File: config.mk
export PLATFORM = sky130hd
export DESIGN_NAME = hdlc_tx_framer
export DESIGN_NICKNAME = d
export VERILOG_FILES = /design/src/rtl/hdlc_tx_framer.sv
export SDC_FILE = /design/constraint.sdc
export NUM_CORES = 1
export LEC_CHECK = 0
export CAP_MARGIN = 25
export CORE_ASPECT_RATIO = 1.4
export CORE_MARGIN = 3
export CORE_UTILIZATION = 55
export DETAILED_ROUTE_END_ITERATION = 8
export PLACE_DENSITY = 0.81
export SLEW_MARGIN = 40
export SYNTH_ARGS = -nofsm -noshare
export SYNTH_HDL_FRONTEND = slang
export SYNTH_SLANG_ARGS = --single-unit
File: constraint.sdc
create_clock -name Clk -period 3.55 [get_ports Clk]
set_input_delay 0.71 -clock Clk [delete_from_list [all_inputs] [get_ports Clk]]
set_output_delay 0.71 -clock Clk [all_outputs]
set_load 0.1 [all_outputs]
File: src/rtl/hdlc_tx_framer.sv
// hdlc_tx_framer: serial HDLC transmit framer. Builds flag, zero-stuffed
// payload, optional CRC-16/X-25 FCS (macro HDLC_TX_FCS_EN) and closing flag,
// plus the abort pattern and all-ones idle line.
// Ports: Clk, Rst (sync, active high); TxEN enable; Tx_Data/Tx_Valid/Tx_Last/
// Tx_Ready byte handshake; Tx_AbortFrame abort request; Tx registered line;
// Tx_Busy not idle; Tx_Done / Tx_AbortedTrans end-of-frame / end-of-abort pulses.
module hdlc_tx_framer (
   input  logic       Clk,
   input  logic       Rst,
   input  logic       TxEN,
   input  logic [7:0] Tx_Data,
   input  logic       Tx_Valid,
   input  logic       Tx_Last,
   output logic       Tx_Ready,
   input  logic       Tx_AbortFrame,
   output logic       Tx,
   output logic       Tx_Busy,
   output logic       Tx_Done,
   output logic       Tx_AbortedTrans
);

   typedef enum logic [2:0] {
      IDLE, START_FLAG, DATA, FCS, END_FLAG, ABORT
   } state_t;

   // flag in time order (bit 0 first): 0,1,1,1,1,1,1,0
   localparam logic [7:0] FLAG = 8'h7E;

   state_t     state, state_n;
   // flags/abort: pattern bits already sent; DATA/FCS: bits of sh sent
   logic [3:0] cnt, cnt_n;
   logic [7:0] sh, sh_n;
   logic [2:0] ones, ones_n;
   logic       last_q, last_n;
   logic       stuff_q, stuff_n;
   logic       tx_n, done_n, abrt_n;
   logic       abort_req, go_abort, load;

`ifdef HDLC_TX_FCS_EN
   logic [15:0] crc, crc_n;
   logic        hi_q, hi_n;
   logic [7:0]  fcs_b;

   function automatic logic [15:0] crc_byte(input logic [15:0] c,
                                            input logic [7:0]  d);
      logic [15:0] r;
      r = c;
      for (int i = 0; i < 8; i++)
         r = (r >> 1) ^ ((r[0] ^ d[i]) ? 16'h8408 : 16'h0000);
      return r;
   endfunction

   assign fcs_b = (state == DATA) ? ~crc[7:0] : ~crc[15:8];
`endif

   assign Tx_Busy   = (state != IDLE);
   assign abort_req = Tx_AbortFrame || !TxEN;

   always_comb begin
      state_n  = state;
      cnt_n    = cnt;
      sh_n     = sh;
      ones_n   = ones;
      last_n   = last_q;
      stuff_n  = 1'b0;
      tx_n     = 1'b1;
      done_n   = 1'b0;
      abrt_n   = 1'b0;
      Tx_Ready = 1'b0;
      go_abort = 1'b0;
      load     = 1'b0;
`ifdef HDLC_TX_FCS_EN
      crc_n    = crc;
      hi_n     = hi_q;
`endif
      case (state)
         IDLE: begin
            if (TxEN && Tx_Valid) begin
               state_n = START_FLAG;
               cnt_n   = 4'd0;
               ones_n  = 3'd0;
`ifdef HDLC_TX_FCS_EN
               crc_n   = 16'hFFFF;
               hi_n    = 1'b0;
`endif
            end
         end
         START_FLAG: begin
            Tx_Ready = (cnt == 4'd8);
            if (abort_req || (Tx_Ready && !Tx_Valid)) go_abort = 1'b1;
            else if (Tx_Ready) load = 1'b1;
            else begin
               tx_n  = FLAG[cnt[2:0]];
               cnt_n = cnt + 4'd1;
            end
         end
         DATA, FCS: begin
            // last bit of a byte on the line, and not a stuff bit
            Tx_Ready = (state == DATA) && (cnt == 4'd8)
                       && !stuff_q && !last_q;
            if (abort_req || (Tx_Ready && !Tx_Valid)) go_abort = 1'b1;
            else if (Tx_Ready) load = 1'b1;
            else if (ones == 3'd5) begin
               tx_n    = 1'b0;
               ones_n  = 3'd0;
               stuff_n = 1'b1;
            end else if (cnt != 4'd8) begin
               tx_n   = sh[cnt[2:0]];
               cnt_n  = cnt + 4'd1;
               ones_n = sh[cnt[2:0]] ? ones + 3'd1 : 3'd0;
            end else if (state == DATA && !last_q) go_abort = 1'b1;
`ifdef HDLC_TX_FCS_EN
            else if (state == DATA || !hi_q) begin
               state_n = FCS;
               hi_n    = (state == FCS);
               sh_n    = fcs_b;
               tx_n    = fcs_b[0];
               cnt_n   = 4'd1;
               ones_n  = fcs_b[0] ? ones + 3'd1 : 3'd0;
            end
`endif
            else begin
               state_n = END_FLAG;
               tx_n    = 1'b0;
               cnt_n   = 4'd1;
               ones_n  = 3'd0;
            end
         end
         END_FLAG: begin
            if (cnt != 4'd8) begin
               tx_n   = FLAG[cnt[2:0]];
               cnt_n  = cnt + 4'd1;
               done_n = (cnt == 4'd7);
            end else state_n = IDLE;
         end
         ABORT: begin
            if (cnt != 4'd8) begin
               cnt_n  = cnt + 4'd1;
               abrt_n = (cnt == 4'd7);
            end else state_n = IDLE;
         end
         default: state_n = IDLE;
      endcase

      // abort pattern bit 0 goes out right after the current bit
      if (go_abort) begin
         state_n = ABORT;
         tx_n    = 1'b0;
         cnt_n   = 4'd1;
         ones_n  = 3'd0;
      end

      // a stuff bit owed by the previous byte goes out before bit 0
      if (load) begin
         state_n = DATA;
         sh_n    = Tx_Data;
         last_n  = Tx_Last;
`ifdef HDLC_TX_FCS_EN
         crc_n   = crc_byte(crc, Tx_Data);
`endif
         if (ones == 3'd5) begin
            tx_n    = 1'b0;
            ones_n  = 3'd0;
            stuff_n = 1'b1;
            cnt_n   = 4'd0;
         end else begin
            tx_n   = Tx_Data[0];
            ones_n = Tx_Data[0] ? ones + 3'd1 : 3'd0;
            cnt_n  = 4'd1;
         end
      end
   end

   always_ff @(posedge Clk) begin
      if (Rst) begin
         state           <= IDLE;
         cnt             <= 4'd0;
         sh              <= 8'd0;
         ones            <= 3'd0;
         last_q          <= 1'b0;
         stuff_q         <= 1'b0;
         Tx              <= 1'b1;
         Tx_Done         <= 1'b0;
         Tx_AbortedTrans <= 1'b0;
`ifdef HDLC_TX_FCS_EN
         crc             <= 16'h0000;
         hi_q            <= 1'b0;
`endif
      end else begin
         state           <= state_n;
         cnt             <= cnt_n;
         sh              <= sh_n;
         ones            <= ones_n;
         last_q          <= last_n;
         stuff_q         <= stuff_n;
         Tx              <= tx_n;
         Tx_Done         <= done_n;
         Tx_AbortedTrans <= abrt_n;
`ifdef HDLC_TX_FCS_EN
         crc             <= crc_n;
         hi_q            <= hi_n;
`endif
      end
   end

endmodule

==> summary.txt, run 1 <==
status = finished, final reports clean
Max stage delay on crit path = 0.60 ns
pwr/cell area = 391 nW/um^2
post-cts resize count = 0
clk_buf instances = 3
Slowest-stage cell, CP = or4b_4
top power consumer group = registers
Hold Fails Final Rpt = 0
P_comb = 0.139 mW
layout cells sized above 1 = 0.116
register area share after synthesis = 0.344
Fillers = 231
Buffers, non-clock = 21
max-slew violation count = 0
Comb power frac = 0.219
crit-path cells = or4b_4, o21ai_1, and2_1, buf_4
final period demand of the worst path = 2.77 ns
leakage = 0.567 nW
unrepaired setup endpoints after global routing = no
Area Overhead vs Synth = 16.1%
Top cell area share = 0.344
Final Util = 0.670
switching share of total power = 0.289
antenna violations before repair = 0
post-synthesis async set-or-reset flop share = 0
Reg power frac = 0.466
clock network power = 0.199 mW
grt ovf = 0
first-pass GRT wire length = 5.85 mm
syn avg cell area = 8.35 sq um
CTS tree = built
Worst Min Path Start = sh[5]
Slew headroom = 0.569
post-DP HPWL = 2.49 mm
wire per inst = 15.7 um
Fin Setup TNS = 0 ns
cell depth of the worst flop-to-flop path = 7
Hold EP = sh[5]
Largest delay share family, worst path = simple AND/OR/NAND/NOR gates
Final clock-cell share = 0.0325
inverter count = 6
Chip Area, Yosys = 1400 sq um
Top cells by area = dfxtp_1 (34%), nand2_1 (6.7%), a21oi_1 (6.5%), ha_1 (3.6%), mux4_2 (3.2%)
Final Cycle Share = 0.780
Sequential Area = 480 sq um
CP Launch Type = flip-flop
Nets at Floorplan = 185
DP Area = 1570 sq um
crit path DRT = 2.84 ns
Cell variety after synth = 52
CP max FO = 15
clock power share = 0.315
Reg2Reg Setup Slack = 0.96 ns
Pre-Repair DR Iteration Count = 5
DRC Markers = 0
CP endpoint kind = output pin
design area = 1620 sq um
FMAX = 361 MHz
postcts setup bufs = 0
Ys Warns = 0
Layout Skew = 0.00711 ns
number of max-cap violations = 0
number of cells in Yosys stat = 167
tool warnings = 28
Post-Syn Area = 1400 sq um
Yosys reg bits = 24
Dominant flop cell = dfxtp_1
CTS root buf = clkbuf_4
#MultiIn Comb = 126
Hold Path Depth = 2
initial detailed-routing violation count = 82
# hold bufs at CTS = 0
Initial Util = 0.577
Worst Max-Slew Pin Slew = 0.645 ns
Via-to-Cell Ratio = 6.14
number of CTS-inserted buffers = 3
gr usage total = 0.231
Crit Path Class = reg2out
Ant. Diodes = 0
Psw = 0.183 mW
sequential fraction of total cell area = 0.297
Core Area = 2420 sq um
run 1: metrics by stage:
step	worst slack, ns	instances	power [mW]
2_1_floorplan	0.902	167	0.398
3_3_place_gp	0.782	211	0.432
3_5_place_dp	0.681	211	0.437
4_1_cts	0.786	215	0.633
5_1_grt	0.673	215	0.660
6_report	0.782	215	0.633
run 1: cell usage after synthesis (2+ instances only):
master,n
a211o_1,2
nor2b_1,2
dfxtp_1,24
nand4b_1,2
o21ai_0,4
nand3_1,3
nor3_1,7
nor2_1,10
a211oi_1,2
nand2_1,25
or3_1,2
a31oi_1,3
and2_1,4
a21oi_1,18
nor3b_1,3
clkbuf_1,8
mux4_2,2
a22oi_1,2
inv_1,6
a21o_1,2
ha_1,4
nor4_1,2
run 1: cell families (layout without fill, tap and decap cells):
| logic type | after synthesis | in the layout | synth area share |
|---|---|---|---|
| muxes | 2 | 2 | 0.0323 |
| xor gates and xnor gates | 2 | 2 | 0.0126 |
| AOI/OAI and AO/OA | 47 | 47 | 0.239 |
| and+or+nand+nor | 71 | 71 | 0.281 |
| adders and majority gates | 4 | 4 | 0.0359 |
| buffers and inverters | 17 | 31 | 0.0547 |
| DFF | 24 | 24 | 0.344 |
run 1: worst max-delay path by stage:
stage,cells after the start,slack (ns),endpoint
after floorplan,4,0.90,Tx_Ready
after global placement,8,0.78,ones[2]
after detailed placement,7,0.68,flip-flop
after CTS,4,0.79,Tx_Ready
after global routing,4,0.67,Tx_Ready
final,4,0.78,Tx_Ready
run 1: flip-flops by register name, summed over array words and instances (netlist names), named ones only:
register	flops
Tx	1
Tx_AbortedTrans	1
Tx_Done	1
cnt	4
last_q	1
ones	3
sh	8
state	3
stuff_q	1
run 1: metal layers:
metal,GRT usage,wire [um]
met1,0.252,1370
met2,0.447,1800
met3,0.0363,153
met4,0.0854,51
met5,0,0
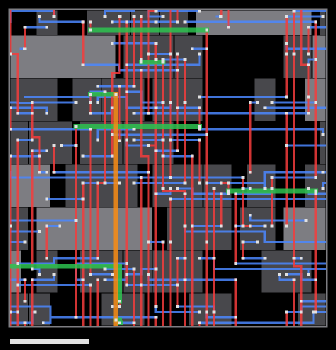
run_1/zoom.png
The bar under the picture is 5 um long. Window x 14 to 34, y 36 to 56 um. Cells in gray, sequential cells in the stronger gray; small squares are vias.
legend:
  green:
    layer: met3
  blue:
    layer: met1
  red:
    layer: met2
  orange:
    layer: met4
netlist names of flops here include: cnt (1), last_q (1)
cells with their middle in the window: 35
most frequent: a21oi_1 (3), nor3_1 (3), dfxtp_1 (3)
sequential cells in the window: 3

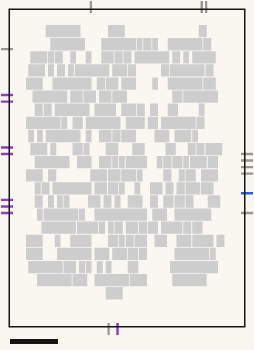
run_1/pins.png
The bar under the picture is 10 um long. Pins as bars across the die edge, other pins in gray.
legend:
  purple:
    port: Tx_Data
    pins: 8
    direction: input
    edge: 7 west, 1 south
  blue:
    port: Tx_Busy
    pins: 1
    direction: output
    edge: east
die height: 65.6 um
Die Wd: 48.6 um

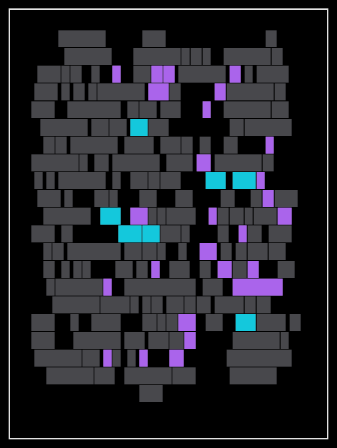
run_1/gate_families.png
legend:
  cyan:
    family: AND-OR and OR-AND gates
    cells: 7
  purple:
    family: NOR gates
    cells: 26
final cell count without fillers: 215
Top cell excl fill/tap: nand2_1

--- run 2 (diff from run 1) ---
--- a/config.mk
+++ b/config.mk
@@ -8,9 +8,9 @@
 export CAP_MARGIN = 25
 export CORE_ASPECT_RATIO = 1.4
 export CORE_MARGIN = 3
-export CORE_UTILIZATION = 55
+export CORE_UTILIZATION = 48
 export DETAILED_ROUTE_END_ITERATION = 8
-export PLACE_DENSITY = 0.81
+export PLACE_DENSITY = 0.75
 export SLEW_MARGIN = 40
 export SYNTH_ARGS = -nofsm -noshare
 export SYNTH_HDL_FRONTEND = slang
==> constraint.sdc (replaced) <==
create_clock -name Clk -period 2.3 [get_ports Clk]
set_input_delay 0.46 -clock Clk [delete_from_list [all_inputs] [get_ports Clk]]
set_output_delay 0.46 -clock Clk [all_outputs]
set_load 0.1 [all_outputs]
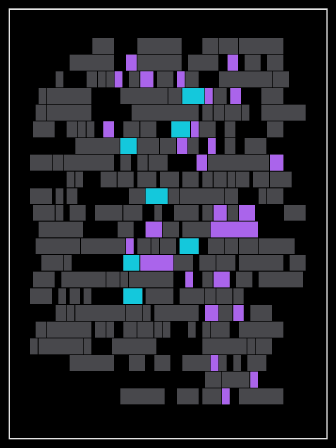
run_2/gate_families.png
legend:
  purple:
    family: NOR gates
    cells: 26
  cyan:
    family: AND-OR and OR-AND gates
    cells: 7

==> run 2 against run 1 <==
Design area up 12%. Hold slack worse by 0.0087 ns. Worst setup slack worse by 0.76 ns. Area after synthesis unchanged. Clock power up 59%. Critical path depth unchanged. Clock-buffer cell count unchanged. Via count up 3.3%. Highest routed layer unchanged.
==> summary.txt, run 2 <==
status = finished, final reports clean
number of cells in Yosys stat = 167
Mapped Cells = 167
FMAX = 438 MHz
worst-case hold slack = 0.461 ns
total length of routed wires = 3.59 mm
Ys Warns = 0
final period demand of the worst path = 2.28 ns
vias after detailed routing = 1363
H-tree Lvls = 1
Insertion Delay late pin = 0.33 ns
Crit Path Class = reg2out
initial detailed-routing violation count = 70
CP Launch Type = flip-flop
Largest register FFs = 8
Initial Util = 0.517
Top cells by area = dfxtp_1 (34%), nand2_1 (6.7%), a21oi_1 (6.5%), ha_1 (3.6%), mux4_2 (3.2%)
Top cell excl fill/tap = nand2_1
Biggest register = sh
CP Data Arrival Time = 1.82 ns
Worst-path clk slew = 0.14 ns
first-pass GRT wire length = 5.93 mm
post-synthesis async set-or-reset flop share = 0
antenna violations before repair = 0
Slew headroom = 0.762
Logic area = 873 sq um
DRC Markers = 0
pwr/cell area = 570 nW/um^2
setup ws final = 0.0184 ns
clock power share = 0.306
Dominant flop cell = dfxtp_1
Reg power frac = 0.427
post-route ant nets = 0
vias in the first global route = 1316
Hold Fails Final Rpt = 0
tool warnings = 29
switching share of total power = 0.289
wire per inst = 15.4 um
Power, Total = 1.04 mW
Final #Nets = 216
Die Wd = 51.6 um
most frequent cell after synthesis = nand2_1
Fin Setup TNS = 0 ns
min-delay worst type = reg2reg
Fillers = 225
most numerous logic cells after layout = nand2_1 (25), dfxtp_1 (22), buf_4 (21)
Cell variety after synth = 52
Sequential Area = 485 sq um
Area Overhead vs Synth = 30.3%
CP max FO = 4
Layout Skew = 0.00689 ns
final setup vio count = 0
Worst Max-Slew Pin Slew = 0.354 ns
FP Rows = 22
number of max-cap violations = 0
post-DP HPWL = 2.60 mm
leakage = 0.664 nW
Via-to-Cell Ratio = 5.85
Post-synth top cells = nand2_1 (25), dfxtp_1 (24), a21oi_1 (18)
Final Cycle Share = 0.992
Top cell area share = 0.344
Max Root-Sink Buffers = 2
Core Area = 2700 sq um
biggest regs = sh (8), cnt (4)
Nets at Floorplan = 185
die height = 69.8 um
syn avg cell area = 8.35 sq um
Internal Power = 0.736 mW
Post-Syn Area = 1400 sq um
I/O Buffers = 18
CP endpoint kind = output pin
chip area = 3600 sq um
Pre-Repair DR Iteration Count = 4
gr usage total = 0.213
Post-Place Worst Slack = -0.176 ns
final cell count without fillers = 233
number of clock sinks = 24
largest area contributor in the netlist = dfxtp_1
EDFF count, synth = 0
# hold bufs at CTS = 0
max-slew violation count = 0
layout cells sized above 1 = 0.234
Max VDD drop = 525 uV
Yosys reg bits = 24
crit path DRT = 1.84 ns
grt ovf = 0
Final Util = 0.674
register area share after synthesis = 0.344
Psw = 0.300 mW
CTS tree = built
Ant. Diodes = 0
Chip Area, Yosys = 1400 sq um
io pins = 19
unrepaired setup endpoints after global routing = yes
placed insts = 227
design area = 1820 sq um
CTS root buf = clkbuf_4
DP Area = 1710 sq um
pin count of the biggest net entering global routing = 15
Comb power frac = 0.267
number of CTS-inserted buffers = 3
final RePlAce weighted congestion = 0.914
run 2: critical path: stages (launching register included):
cell,delay (ns)
dfxtp_4,0.37
or4b_4,0.60
o21ai_4,0.17
and2_4,0.17
buf_12,0.16
run 2: kinds of logic after synthesis:
kind of cell,after synthesis,share of synthesized area
XOR/XNOR,2,0.0126
buffers and inverters,17,0.0547
AND/OR/NAND/NOR,71,0.281
adder cells (fa/ha/maj),4,0.0359
multiplexers,2,0.0323
AND-OR/OR-AND,47,0.239
flip-flops,24,0.344
run 2: final cells by class:
class / count / area share
clock buffer: 3 / 0.0124
clock inverter: 1 / 0.0165
inverter: 6 / 0.0124
multi-input combinational: 126 / 0.480
sequential: 24 / 0.267
tap: 36 / 0.0248
timing repair buffer: 37 / 0.187
run 2: worst paths after layout:
kind                            slack, ns         to     start  cells after the start
worst max register to register       0.02  flip-flop  state[0]                      7
worst min register to register       0.46      sh[1]     sh[1]                      2
worst max-delay path                 0.02   Tx_Ready  state[0]                      4
worst min-delay path                 0.46      sh[1]     sh[1]                      2
run 2: power by group through the flow:
stage	Sequential (mW)	Combinational, mW	Clock (mW)
after detailed placement	0.453	0.254	0
final	0.443	0.277	0.317
after global placement	0.452	0.251	0
after floorplan	0.466	0.148	0
after global routing	0.445	0.301	0.339
after CTS	0.444	0.257	0.322
run 2: timing repair:
item | 4_1_cts | 5_1_grt
endpoints found under the setup margin | 3 | 5
resized | 1 | 12
buffers inserted | 0 | 2
pin swaps | 1 | 11
run 2: per-layer routing:
layer  global-route usage  wire length [um]
met5                    0                 0
met4                0.117               113
met3               0.0366               150
met1                0.242              1450
met2                0.363              1870
--- run 3 (diff from run 2) ---
--- a/config.mk
+++ b/config.mk
@@ -8,10 +8,9 @@
 export CAP_MARGIN = 25
 export CORE_ASPECT_RATIO = 1.4
 export CORE_MARGIN = 3
-export CORE_UTILIZATION = 48
+export CORE_UTILIZATION = 45
 export DETAILED_ROUTE_END_ITERATION = 8
-export PLACE_DENSITY = 0.75
-export SLEW_MARGIN = 40
+export PLACE_DENSITY = 0.71
 export SYNTH_ARGS = -nofsm -noshare
 export SYNTH_HDL_FRONTEND = slang
 export SYNTH_SLANG_ARGS = --single-unit
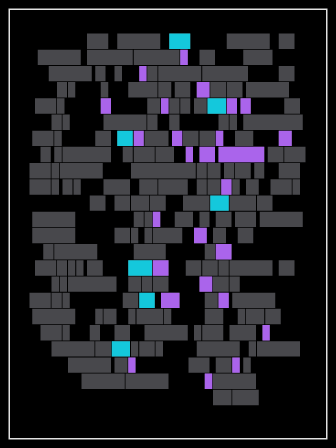
run_3/gate_families.png
legend:
  purple:
    family: NOR gates
    cells: 26
  cyan:
    family: AND-OR and OR-AND gates
    cells: 7

==> run 3 against run 2 <==
Via count grew 0.59%. Design area shrank 0.41%. Largest power group unchanged. Largest cell class unchanged. Die area grew 6.0%. Clock power grew 18%.
==> summary.txt, run 3 <==
status = finished, final reports clean
max-slew violation count = 0
Worst Min Path Start = sh[5]
Area Overhead vs Synth = 29.8%
Post-synth top cells = nand2_1 (25), dfxtp_1 (24), a21oi_1 (18)
Mapped Cells = 167
Top cell excl fill/tap = nand2_1
Max VDD drop = 326 uV
crit path launch = state[2]
number of max-cap violations = 0
Hold Fails Final Rpt = 0
Via-to-Cell Ratio = 5.86
crit path DRT = 2.53 ns
Dominant flop cell = dfxtp_1
Power, Total = 1.08 mW
pwr/cell area = 597 nW/um^2
CTS tree = built
leakage = 0.672 nW
Largest register FFs = 8
yosys adder share = 0.0359
clock power share = 0.345
Final Util = 0.623
gr usage total = 0.208
number of CTS-inserted buffers = 3
M1 wire length = 1.44 mm
Nets at Floorplan = 185
pin count of the biggest net entering global routing = 15
Post-Place Worst Slack = -0.149 ns
initial detailed-routing violation count = 59
Top logic family = simple AND/OR/NAND/NOR gates
Die Wd = 53.1 um
tool warnings = 29
Slew headroom = 0.742
Internal Power = 0.786 mW
post-synthesis async set-or-reset flop share = 0
CP max FO = 4
highest routed layer = met4
Comb power frac = 0.245
wire per inst = 14.9 um
CTS root buf = clkbuf_8
biggest regs = sh (8), cnt (4)
Layout Skew = 0.0111 ns
design area = 1810 sq um
Core Area = 2910 sq um
MUX share of area = 0.0323
number of clock sinks = 24
# hold bufs at CTS = 0
yosys simple share = 0.281
FF-to-FF Start = state[2]
layout cells sized above 1 = 0.234
post-route ant nets = 0
Top cell area share = 0.344
area fraction in compound gates = 0.239
Max Root-Sink Buffers = 2
Fin Setup TNS = 0 ns
Initial Util = 0.480
final period demand of the worst path = 2.26 ns
die height = 71.9 um
most numerous logic cells after layout = nand2_1 (25), buf_4 (22), dfxtp_1 (21)
DP Area = 1720 sq um
largest area contributor in the netlist = dfxtp_1
yosys xor share = 0.0126
I/O Buffers = 18
final RePlAce weighted congestion = 0.898
first-pass GRT wire length = 6.01 mm
Final Cycle Share = 0.980
setup ws final = 0.0449 ns
FP Rows = 23
CP endpoint kind = flip-flop
most frequent cell after synthesis = nand2_1
run 3: power by group through the flow:
| stage | registers, mW | logic (mW) | clock network (mW) |
|---|---|---|---|
| floorplan | 0.466 | 0.148 | 0 |
| detailed placement | 0.453 | 0.259 | 0 |
| global placement | 0.451 | 0.256 | 0 |
| CTS | 0.443 | 0.261 | 0.380 |
| global route | 0.445 | 0.288 | 0.400 |
| finish | 0.443 | 0.265 | 0.373 |
run 3: repair_timing:
| action | in CTS | in global routing |
|---|---|---|
| buffers inserted | 0 | 1 |
| gates resized | 0 | 8 |
| endpoints found under the setup margin | 0 | 5 |
run 3: area by class of cell:
type	count	area, sq um	area share
clock buffer	3	41.3	0.0228
multi-input combinational	126	851	0.470
tap	37	46.3	0.0256
timing repair buffer	37	335	0.185
clock inverter	1	30.0	0.0166
inverter	6	22.5	0.0124
sequential	24	484	0.267
run 3: kinds of logic after synthesis:
family                   Yosys count
flip-flops                        24
adder cells (fa/ha/maj)            4
AND-OR/OR-AND                     47
multiplexers                       2
buffers and inverters             17
XOR/XNOR                           2
AND/OR/NAND/NOR                   71
run 3: routing by layer:
metal  vias up  GRT usage
met5         -          0
met4         0     0.0653
met3         7     0.0312
met2        37      0.366
met1       654      0.253
li1        673          -
run 3: worst max-delay path, stage by stage (launching register included):
cell      delay [ns]
dfxtp_2         0.33
or4b_4          0.59
nor4_4          0.29
buf_4           0.17
a211oi_2        0.06
and3_4          0.23
a32o_2          0.23
a211o_1         0.25
nand2_1         0.05
Power is estimated from default activity; no workload was simulated.
